==> images/placement_by_type.png <==
Bar = 20 µm. Fill, decap, tap and diode cells in gray.
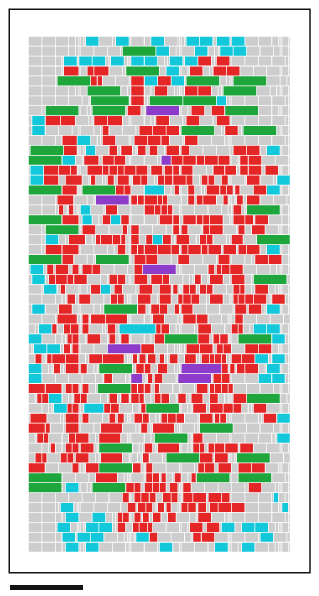
==> images/placement.png <==
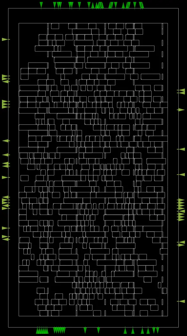
==> images/metal_density.png <==
The die is cut into 16 by 31 equal tiles; black is low, pale yellow is high, scaled to the fullest tile. Values are wire area over tile area, all layers added.
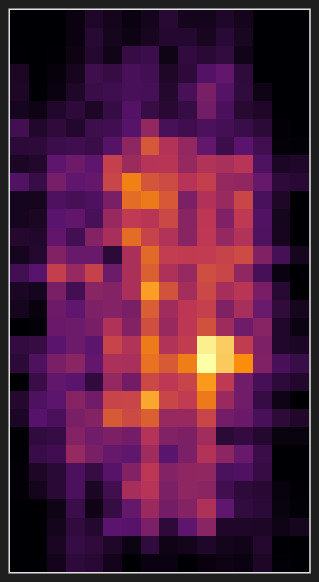
==> images/wires.png <==
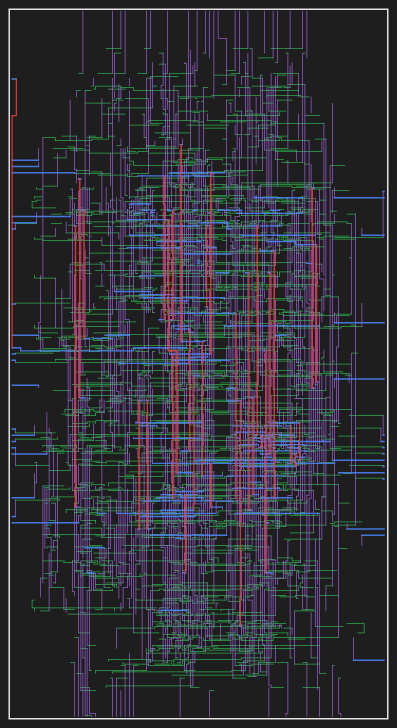
==> images/layer_met1.png <==
Supply wires on this layer in gray.
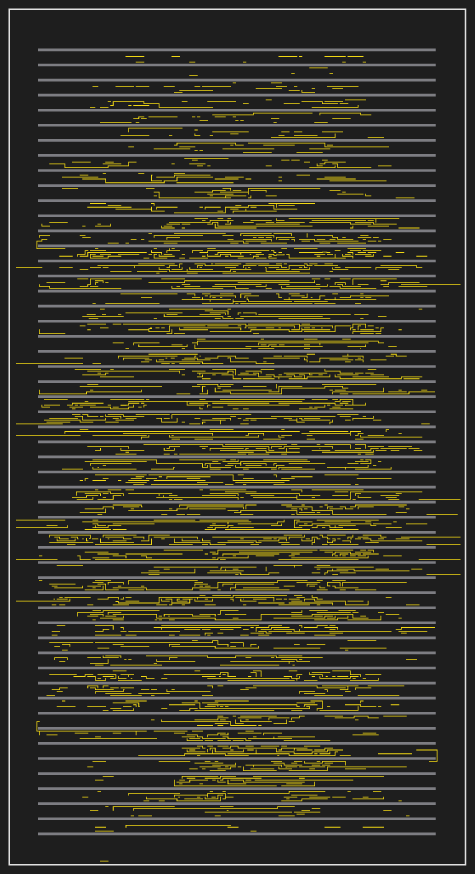
[config.mk]
export PLATFORM = sky130hd
export DESIGN_NAME = shift_sequencer
export DESIGN_NICKNAME = d
export VERILOG_FILES = /design/src/rtl/shift_pkg.sv /design/src/rtl/shift_stage.sv /design/src/rtl/shift_sequencer.sv
export SDC_FILE = /design/constraint.sdc
export NUM_CORES = 1
export LEC_CHECK = 0
export CAP_MARGIN = 40
export CORE_ASPECT_RATIO = 2
export CORE_MARGIN = 5
export CORE_UTILIZATION = 45
export DETAILED_ROUTE_END_ITERATION = 10
export PLACE_DENSITY_LB_ADDON = 0.12
export RECOVER_POWER = 50
export SLEW_MARGIN = 20
export SYNTH_ARGS = -nofsm -noshare
export SYNTH_HDL_FRONTEND = slang
export SYNTH_SLANG_ARGS = --single-unit
[constraint.sdc]
create_clock -name clk -period 6.13 [get_ports clk]
set_input_delay 1.226 -clock clk [delete_from_list [all_inputs] [get_ports clk]]
set_output_delay 1.226 -clock clk [all_outputs]
set_load 0.005 [all_outputs]
[src/rtl/shift_pkg.sv]
// Shared types and constants for the multi-cycle shift sequencer.
// Latency: n/a (declarations only).
// Backpressure: n/a.
package shift_pkg;

   localparam int N      = 32;
   localparam int STAGES = 5;
   localparam int SHW    = $clog2(N);
   localparam int STW    = $clog2(STAGES);

   typedef enum logic [1:0] {
      SHIFT_SLL = 2'b00,
      SHIFT_SRL = 2'b01,
      SHIFT_SRA = 2'b11
   } shift_op_t;

   typedef enum logic [1:0] {
      S_IDLE,
      S_SHIFT,
      S_DONE
   } seq_state_t;

   // SRL (01) and SRA (11) shift right; SLL and the reserved 10 shift left.
   function automatic logic op_is_right(input logic [1:0] op);
      return op[0];
   endfunction

endpackage

[src/rtl/shift_stage.sv]
// Single power-of-two shift stage: shifts acc by 2^stage left or right, filling with fill.
// Latency: combinational.
// Backpressure: none, pure function of its inputs.
module shift_stage
   import shift_pkg::*;
(
   input  logic [N-1:0]   acc,
   input  logic [STW-1:0] stage,
   input  logic           dir,
   input  logic           fill,
   output logic [N-1:0]   result
);

   logic [N-1:0] fillv;
   logic [N-1:0] cand [STAGES];

   assign fillv = {N{fill}};

   // One fixed-distance candidate per stage; dir=1 shifts right.
   for (genvar k = 0; k < STAGES; k++) begin : g_cand
      localparam int A = 1 << k;
      assign cand[k] = dir ? {fillv[A-1:0], acc[N-1:A]}
                           : {acc[N-1-A:0], fillv[A-1:0]};
   end

   // Pick the candidate matching the current stage index.
   always_comb begin
      result = acc;
      for (int k = 0; k < STAGES; k++) begin
         if (stage == k[STW-1:0]) begin
            result = cand[k];
         end
      end
   end

endmodule

[src/rtl/shift_sequencer.sv]
// Multi-cycle SLL/SRL/SRA unit reusing one power-of-two stage over five cycles.
// Latency: result valid exactly 5 edges after the accept edge, regardless of shamt.
// Backpressure: result held in DONE until out_ready; new request accepted only in IDLE or on the draining edge.
module shift_sequencer
   import shift_pkg::*;
(
   input  logic           clk,
   input  logic           rst_n,
   input  logic           in_valid,
   output logic           in_ready,
   input  logic [N-1:0]   in_data,
   input  logic [SHW-1:0] in_shamt,
   input  logic [1:0]     in_op,
   output logic           out_valid,
   input  logic           out_ready,
   output logic [N-1:0]   out_data,
   output logic           busy
);

   seq_state_t     state_q;
   seq_state_t     state_d;
   logic [N-1:0]   acc_q;
   logic [SHW-1:0] shamt_q;
   logic [1:0]     op_q;
   logic           fill_q;
   logic [STW-1:0] stage_q;
   logic [N-1:0]   stage_out;
   logic           accept;
   logic           last_stage;

   shift_stage u_stage (
      .acc    (acc_q),
      .stage  (stage_q),
      .dir    (op_is_right(op_q)),
      .fill   (fill_q),
      .result (stage_out)
   );

   assign last_stage = (stage_q == STW'(STAGES - 1));

   // State register.
   always_ff @(posedge clk or negedge rst_n) begin
      if (!rst_n) begin
         state_q <= S_IDLE;
      end else begin
         state_q <= state_d;
      end
   end

   // Next-state and handshake decode; in_ready never depends on in_valid.
   always_comb begin
      state_d   = state_q;
      in_ready  = 1'b0;
      out_valid = 1'b0;
      busy      = 1'b0;
      accept    = 1'b0;
      unique case (state_q)
         S_IDLE: begin
            in_ready = 1'b1;
            accept   = in_valid;
            if (in_valid) begin
               state_d = S_SHIFT;
            end
         end
         S_SHIFT: begin
            busy = 1'b1;
            if (last_stage) begin
               state_d = S_DONE;
            end
         end
         S_DONE: begin
            busy      = 1'b1;
            out_valid = 1'b1;
            in_ready  = out_ready;
            if (out_ready) begin
               accept  = in_valid;
               state_d = in_valid ? S_SHIFT : S_IDLE;
            end
         end
         default: begin
            state_d = S_IDLE;
         end
      endcase
   end

   // Operand capture on accept, then one conditional power-of-two shift per SHIFT cycle.
   always_ff @(posedge clk or negedge rst_n) begin
      if (!rst_n) begin
         acc_q   <= '0;
         shamt_q <= '0;
         op_q    <= '0;
         fill_q  <= 1'b0;
         stage_q <= '0;
      end else if (accept) begin
         acc_q   <= in_data;
         shamt_q <= in_shamt;
         op_q    <= in_op;
         fill_q  <= (in_op == SHIFT_SRA) ? in_data[N-1] : 1'b0;
         stage_q <= '0;
      end else if (state_q == S_SHIFT) begin
         if (shamt_q[stage_q]) begin
            acc_q <= stage_out;
         end
         stage_q <= stage_q + 1'b1;
      end
   end

   assign out_data = acc_q;

endmodule
==> run notes <==
### Outcome
* violated checks: max-capacitance violations, max-slew violations
* result of the run: complete, but fails checks

### Run
* Maximum Capacitance Violations: 1

### Finish
* non-clock buffer contribution to total cell area: 15.70%
* multi-input combinational area share: 57.84%
* dominant kind of cell: combinational gates
* area fraction of clock buffers and clock inverters: 3.059%
* fraction of final layout cells sized beyond drive strength 1: 10.03%

### Pwr
* total power per unit cell area: 623.4 mW/mm²
* total internal power: 1.703 mW

### Worst hold path
* hold path endpoint: shamt_q[0]

### STA
* final slew viol count: 45
* final-layout worst hold slack: 499.9 ps

### Die
* Die Ht: 154.1 µm

### Synth
* YS warnings: 0
* biggest area consumer among synthesized cells: dfrtp_1

### Place
* placed cell count: 715
* HPWL Detailed: 12.06 mm
* last weighted congestion value of the routability-driven placer: 0.9125

### Global route
* global-route wire length before repair: 26.16 mm

### Critical path
* slack of the worst reg-to-reg path: 2500 ps
* peak per-stage delay on the critical path: 570 ps

About placement_by_type.png:
Key: clock drivers and dummy loads = purple [cells 8]; remaining buffers and delay cells = cyan [cells 88]; sequential cells = green [cells 44]; combinational and other logic = red [cells 448]

About placement.png:
placeable core area: 0.01015 mm²
number of non-filler instances in the completed layout: 723
core occupancy in the finished layout: 55.20%

About metal_density.png:
12% of the tiles are over half the peak. The mean over all tiles is 0.22. 13% of the tiles are nearly empty. The densest ninth of the die: middle. The fullest tile reaches 0.94.

About wires.png:
Key: metal 4 = red [wire length 1050 µm]; metal 2 = purple [wire length 8880 µm]; metal 3 = blue [wire length 926 µm]; metal 1 = green [wire length 6280 µm]

About layer_met1.png:
The wires run mostly horizontal. The layer holds 37% of the routed length. The longest straight run is 42.3 µm. 581 nets have wire on it. The layer carries 6280 µm of wire.

Power figures rest on the tool's default switching activity, not on a simulated workload.
